--- src/rtl/dft_bin_capture.sv ---
// Captures one DFT output frame as per-bin magnitudes into a ping-pong store for display readout.
// Define DFT_BIN_CAPTURE_PEAK_EN to add the peak_bin/peak_mag tracker outputs.
module dft_bin_capture #(
  parameter int BINS = 24,
  parameter int DW   = 18
) (
  input  logic          clk,
  input  logic          sclr,
  input  logic [DW-1:0] xk_re,
  input  logic [DW-1:0] xk_im,
  input  logic          fd_out,
  input  logic          data_valid,
  input  logic [4:0]    rd_addr,
  output logic [DW-1:0] rd_data,
  output logic          frame_done,
  output logic          frame_err,
`ifdef DFT_BIN_CAPTURE_PEAK_EN
  output logic [7:0]    frame_cnt,
  output logic [4:0]    peak_bin,
  output logic [DW-1:0] peak_mag
`else
  output logic [7:0]    frame_cnt
`endif
);

  localparam logic [4:0] LAST_BIN = 5'(BINS - 1);
  localparam logic [5:0] BINS_W   = 6'(BINS);

  typedef enum logic [1:0] {IDLE, CAPTURE, FLUSH} state_t;

  state_t     state, state_nx;
  logic [4:0] bin_idx, bin_idx_nx, sample_bin;
  logic       flush_cnt, flush_nx;
  logic       take, abort, swap;

  logic          s1_valid, s2_valid;
  logic [4:0]    s1_bin, s2_bin;
  logic [DW-1:0] s1_a, s1_b, s2_mag;
  logic [DW-1:0] mag_max, mag_min, mag_sat;
  logic [DW:0]   mag_sum;

  logic          disp_sel, cap_sel;
  logic [1:0]    bank_full;
  logic [DW-1:0] bank_mem [2][BINS];

  function automatic logic [DW-1:0] abs_val(input logic [DW-1:0] x);
    return x[DW-1] ? ((~x) + DW'(1)) : x;
  endfunction

  // Frame sequencing: any sample is taken at sample_bin, which is 0 on frame start or abort.
  always_comb begin
    state_nx   = state;
    bin_idx_nx = bin_idx;
    flush_nx   = flush_cnt;
    sample_bin = bin_idx;
    take       = 1'b0;
    abort      = 1'b0;
    swap       = 1'b0;
    case (state)
      IDLE: begin
        if (fd_out || data_valid) begin
          state_nx   = CAPTURE;
          bin_idx_nx = '0;
          sample_bin = '0;
          take       = data_valid;
        end
      end
      CAPTURE: begin
        if (fd_out) begin
          abort      = 1'b1;
          bin_idx_nx = '0;
          sample_bin = '0;
        end
        take = data_valid;
      end
      FLUSH: begin
        if (flush_cnt) begin
          state_nx = IDLE;
          swap     = 1'b1;
          flush_nx = 1'b0;
        end else begin
          flush_nx = 1'b1;
        end
      end
      default: state_nx = IDLE;
    endcase
    if (take) begin
      if (sample_bin == LAST_BIN) begin
        state_nx   = FLUSH;
        bin_idx_nx = '0;
        flush_nx   = 1'b0;
      end else begin
        bin_idx_nx = sample_bin + 5'd1;
      end
    end
  end

  always_ff @(posedge clk or posedge sclr) begin
    if (sclr) begin
      state      <= IDLE;
      bin_idx    <= '0;
      flush_cnt  <= 1'b0;
      frame_err  <= 1'b0;
      frame_done <= 1'b0;
      frame_cnt  <= '0;
      disp_sel   <= 1'b0;
      bank_full  <= '0;
    end else begin
      state      <= state_nx;
      bin_idx    <= bin_idx_nx;
      flush_cnt  <= flush_nx;
      frame_done <= swap;
      if (abort)
        frame_err <= 1'b1;
      if (swap) begin
        disp_sel           <= ~disp_sel;
        bank_full[cap_sel] <= 1'b1;
        frame_cnt          <= frame_cnt + 8'd1;
      end
    end
  end

  assign cap_sel = ~disp_sel;

  // Alpha-max-plus-half-beta-min estimate; the sum is one bit wider so saturation is explicit.
  always_comb begin
    mag_max = (s1_a >= s1_b) ? s1_a : s1_b;
    mag_min = (s1_a >= s1_b) ? s1_b : s1_a;
    mag_sum = {1'b0, mag_max} + {2'b00, mag_min[DW-1:1]};
    mag_sat = mag_sum[DW] ? '1 : mag_sum[DW-1:0];
  end

  always_ff @(posedge clk or posedge sclr) begin
    if (sclr) begin
      s1_valid <= 1'b0;
      s1_bin   <= '0;
      s1_a     <= '0;
      s1_b     <= '0;
      s2_valid <= 1'b0;
      s2_bin   <= '0;
      s2_mag   <= '0;
    end else begin
      s1_valid <= take;
      s1_bin   <= sample_bin;
      s1_a     <= abs_val(xk_re);
      s1_b     <= abs_val(xk_im);
      s2_valid <= s1_valid;
      s2_bin   <= s1_bin;
      s2_mag   <= mag_sat;
    end
  end

  // The last write of a frame lands on the same edge as the swap, still into the old capture bank.
  always_ff @(posedge clk) begin
    if (s2_valid)
      bank_mem[cap_sel][s2_bin] <= s2_mag;
  end

  always_ff @(posedge clk or posedge sclr) begin
    if (sclr)
      rd_data <= '0;
    else if (({1'b0, rd_addr} < BINS_W) && bank_full[disp_sel])
      rd_data <= bank_mem[disp_sel][rd_addr];
    else
      rd_data <= '0;
  end

`ifdef DFT_BIN_CAPTURE_PEAK_EN
  logic [DW-1:0] run_mag, run_mag_nx;
  logic [4:0]    run_bin, run_bin_nx;

  // Bins arrive in ascending order, so a strict compare keeps the lowest index on ties.
  always_comb begin
    run_mag_nx = run_mag;
    run_bin_nx = run_bin;
    if (s2_valid) begin
      if (s2_bin == 5'd0) begin
        run_mag_nx = '0;
        run_bin_nx = '0;
      end else if ((s2_bin == 5'd1) || (s2_mag > run_mag)) begin
        run_mag_nx = s2_mag;
        run_bin_nx = s2_bin;
      end
    end
  end

  always_ff @(posedge clk or posedge sclr) begin
    if (sclr) begin
      run_mag  <= '0;
      run_bin  <= '0;
      peak_mag <= '0;
      peak_bin <= '0;
    end else begin
      run_mag <= run_mag_nx;
      run_bin <= run_bin_nx;
      if (swap) begin
        peak_mag <= run_mag_nx;
        peak_bin <= run_bin_nx;
      end
    end
  end
`endif

endmodule
--- config.mk ---
export PLATFORM = sky130hd
export DESIGN_NAME = dft_bin_capture
export DESIGN_NICKNAME = d
export VERILOG_FILES = /design/src/rtl/dft_bin_capture.sv
export SDC_FILE = /design/constraint.sdc
export NUM_CORES = 1
export LEC_CHECK = 0
export CAP_MARGIN = 30
export CORE_MARGIN = 3
export CORE_UTILIZATION = 64
export CTS_BUF_LIST = sky130_fd_sc_hd__clkbuf_2 sky130_fd_sc_hd__clkbuf_4 sky130_fd_sc_hd__clkbuf_8
export DETAILED_ROUTE_END_ITERATION = 7
export PLACE_DENSITY_LB_ADDON = 0.12
export SYNTH_ARGS = -nofsm -noshare
export SYNTH_HDL_FRONTEND = slang
export SYNTH_SLANG_ARGS = --single-unit
--- constraint.sdc ---
create_clock -name clk -period 4.61 [get_ports clk]
set_input_delay 1.1525 -clock clk [delete_from_list [all_inputs] [get_ports clk]]
set_output_delay 1.1525 -clock clk [all_outputs]
set_load 0.02 [all_outputs]
**Placement by cell class**

Bar = 100 um.
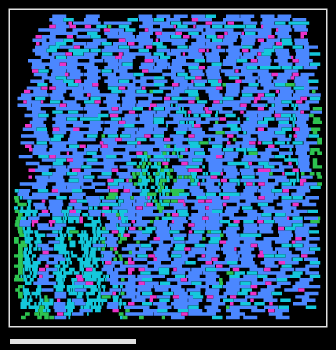
class	colour	cells
remaining logic cells	cyan	820
clock drivers and dummy loads	magenta	250
remaining buffers and delay cells	green	174
registers	blue	969
Finished Core Util: 73.6%
design area: 43600 um2

**Logic cells by family**

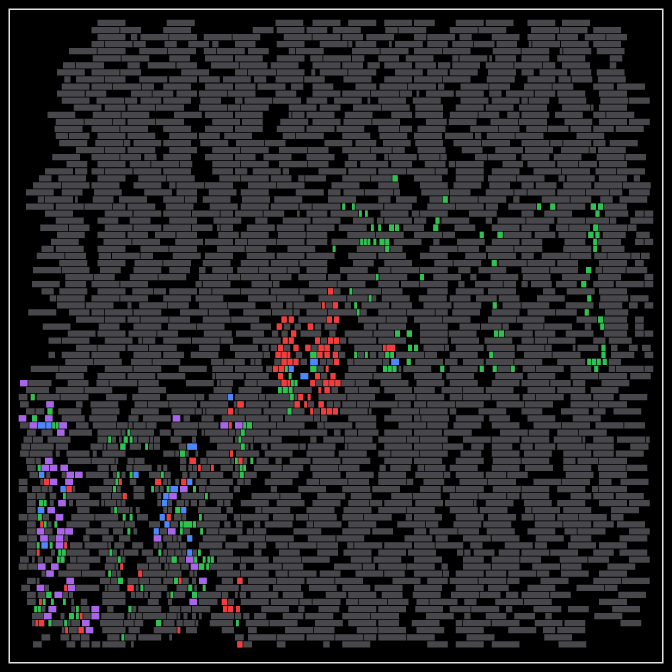
family	colour	cells
nor cells	red	91
nand cells	green	172
and/or cells	blue	23
xor and xnor cells	purple	48
Commonest Layout Cell: edfxtp_1
fraction of area in multi-input gates: 21.7%
final non-filler cell total: 2987

**Where the registers sit**

Bar = 100 um.
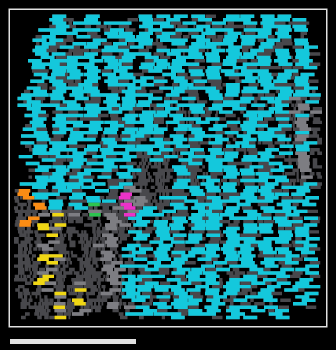
netlist name	colour	placed flops
bank_mem	cyan	864
s1_a	yellow	18
bank_full	green	2
frame_cnt	orange	8
s1_bin	magenta	5
not coloured	72

==> flow_summary_export.csv <==
group,metric,value,unit
cells_and_area,mostFrequentLayoutCells,"864 x edfxtp_1, 270 x mux4_2, 162 x clkbuf_8",
cells_and_area,num-fill-cells,3368,
setup_path,reg2regPathDepth,18,
synth,aoi_share,1.82,%
route,route.detailed.drc,0,
route,dr.max_layer_used,"met4",
power_and_ir_drop,pwr-share-seq,55.0,%
route,avgViaCountPerCell,6.38,
floorplan,top_level_ports,73,
timing,timing.final.crit_share,95.8,%
power_and_ir_drop,clkPwrFrac,33.4,%
synth,synth_cell_types,56,
route,dr.first_iter.drc_count,2113,
power_and_ir_drop,power_switching_share,24.8,%
cells_and_area,drive_above_1_share,30.6,%
grt,grt_pass1_wl,124000,um
setup_path,r2r-start,"s1_a[0]",
placement,dpl.cell_count,2732,
floorplan,fp_util,64.9,%
floorplan,rows,89,
clock_network,cts_hold_buf,0,
route,wl_met2,40800,um
clock_network,cts_tree,"yes",
setup_path,start_kind,"register",
synth,syn_area,38500,um2
setup_path,crit_path_end,"s2_mag[8]",
setup_path,path_class,"reg -> reg",
power_and_ir_drop,largestPowerGroup,"sequential cells",
synth,muxShareOfSynthArea,16.4,%
floorplan,die_w,251,um
power_and_ir_drop,leakage,14.6,nW
synth,synthTopLogicFamily,"multiplexers",
timing,slew_headroom,51.2,%
synth,syn_nets,1954,
clock_network,ctsLongestPathBuffers,3,
floorplan,dieArea,63100,um2
clock_network,clock.latency.late_pin,0.78,ns
clock_network,numCtsBuffers,152,
synth,fa_ha_area_share,1.35,%
power_and_ir_drop,powerSeq,0.0111,W
grt,antenna_found_initial,3,
synth,synth-seq-cells,969,
status,status,"finished clean",
route,wl_met3,7780,um
setup_path,critPathRequiredTime,5.26,ns
synth,yosys_area,38500,um2
route,avgRoutedWirePerCell,27.6,um
synth,synth-edff-count,864,
timing,worst_pin_slew,0.731,ns
synth,ys_sh_simple,3.54,%
synth,ys_async_sr_fraction,10.8,%
flow_run,warnings,26,
placement,hpwl,47900,um
power_and_ir_drop,clk-power,0.00674,W
grt,grt-busiest-layer,"met2",
power_and_ir_drop,ir_worst_vdd,0.000341,V
**Routing congestion**

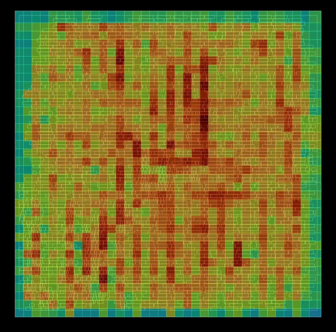
GR Util met3: 6.40%
M2 GR Usage: 43.4%

**Clock distribution**

Bar = 100 um.
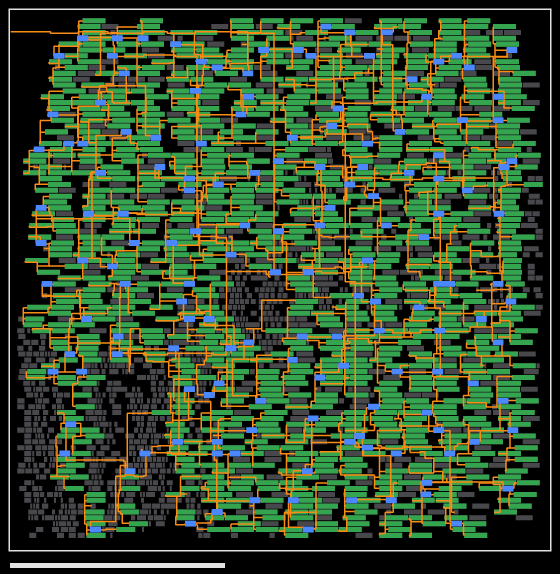
[clock wires] orange | length: 10400 um
[clock-net drivers] blue | count: 152
[flip-flops] green | count: 969
routed clock nets	153
flops lie	all over the die

-- cell usage after synthesis, types with 19 or more instances --
cell type	number	share of area (%)
edfxtp_1	864	67
mux4_2	270	16
dfrtp_1	105	6.8
nand2_1	86	0.84
nor2_1	67	0.65
nand3_1	52	0.68
o21ai_0	45	0.59
inv_1	41	0.40
ha_1	40	1.3
xnor2_1	37	0.84
clkbuf_1	29	0.28
nand2b_1	26	0.42
a21oi_1	22	0.29
buf_2	19	0.25
-- critical path: cells and delay by family (launching register included) --
kind | cells | cell delay (ns)
compound gates | 4 | 0.94
fa+ha+maj | 2 | 0.65
buf+inv | 3 | 0.44
flops | 1 | 0.35
mux | 1 | 0.29
simple gates | 8 | 1.62
-- state kept, by name, indices dropped and copies added, names as in the netlist, 2 cells and up --
register   cells
rd_data       18
s1_a          18
frame_cnt      8
bank_mem     864
bin_idx        5
s2_bin         5
s1_b          18
state          2
bank_full      2
s2_mag        18
s1_bin         5
-- per-stage QoR --
step	area [um2]	setup WS [ns]	hold WS (ns)	TNS [ns]
5_1_grt	43600	-0.0440	0.346	-0.279
3_3_place_gp	40700	0.204	0.335	0
6_report	43600	0.192	0.346	0
4_1_cts	43600	0.0437	0.346	0
2_1_floorplan	38500	0.561	0.331	0
3_5_place_dp	40700	0.0922	0.336	0
-- layout make-up --
class | instances | area, um2 | share of cell area [%]
well taps | 773 | 967 | 2.22
clock buffers | 211 | 2600 | 5.95
inverters | 41 | 156 | 0.358
diodes | 1 | 2.50 | 0.00574
multi-input cells | 779 | 9460 | 21.7
flip-flops and latches | 969 | 28600 | 65.5
clock inverters | 39 | 220 | 0.505
repair buffers | 174 | 1650 | 3.79
-- what timing repair did --
action,in CTS,in global routing
setup endpoints to repair,0,17
endpoints found under the hold margin,0,0
buffers inserted,0,3
gates resized,0,4
No activity file was given, so power comes from the tool's default toggle rates.
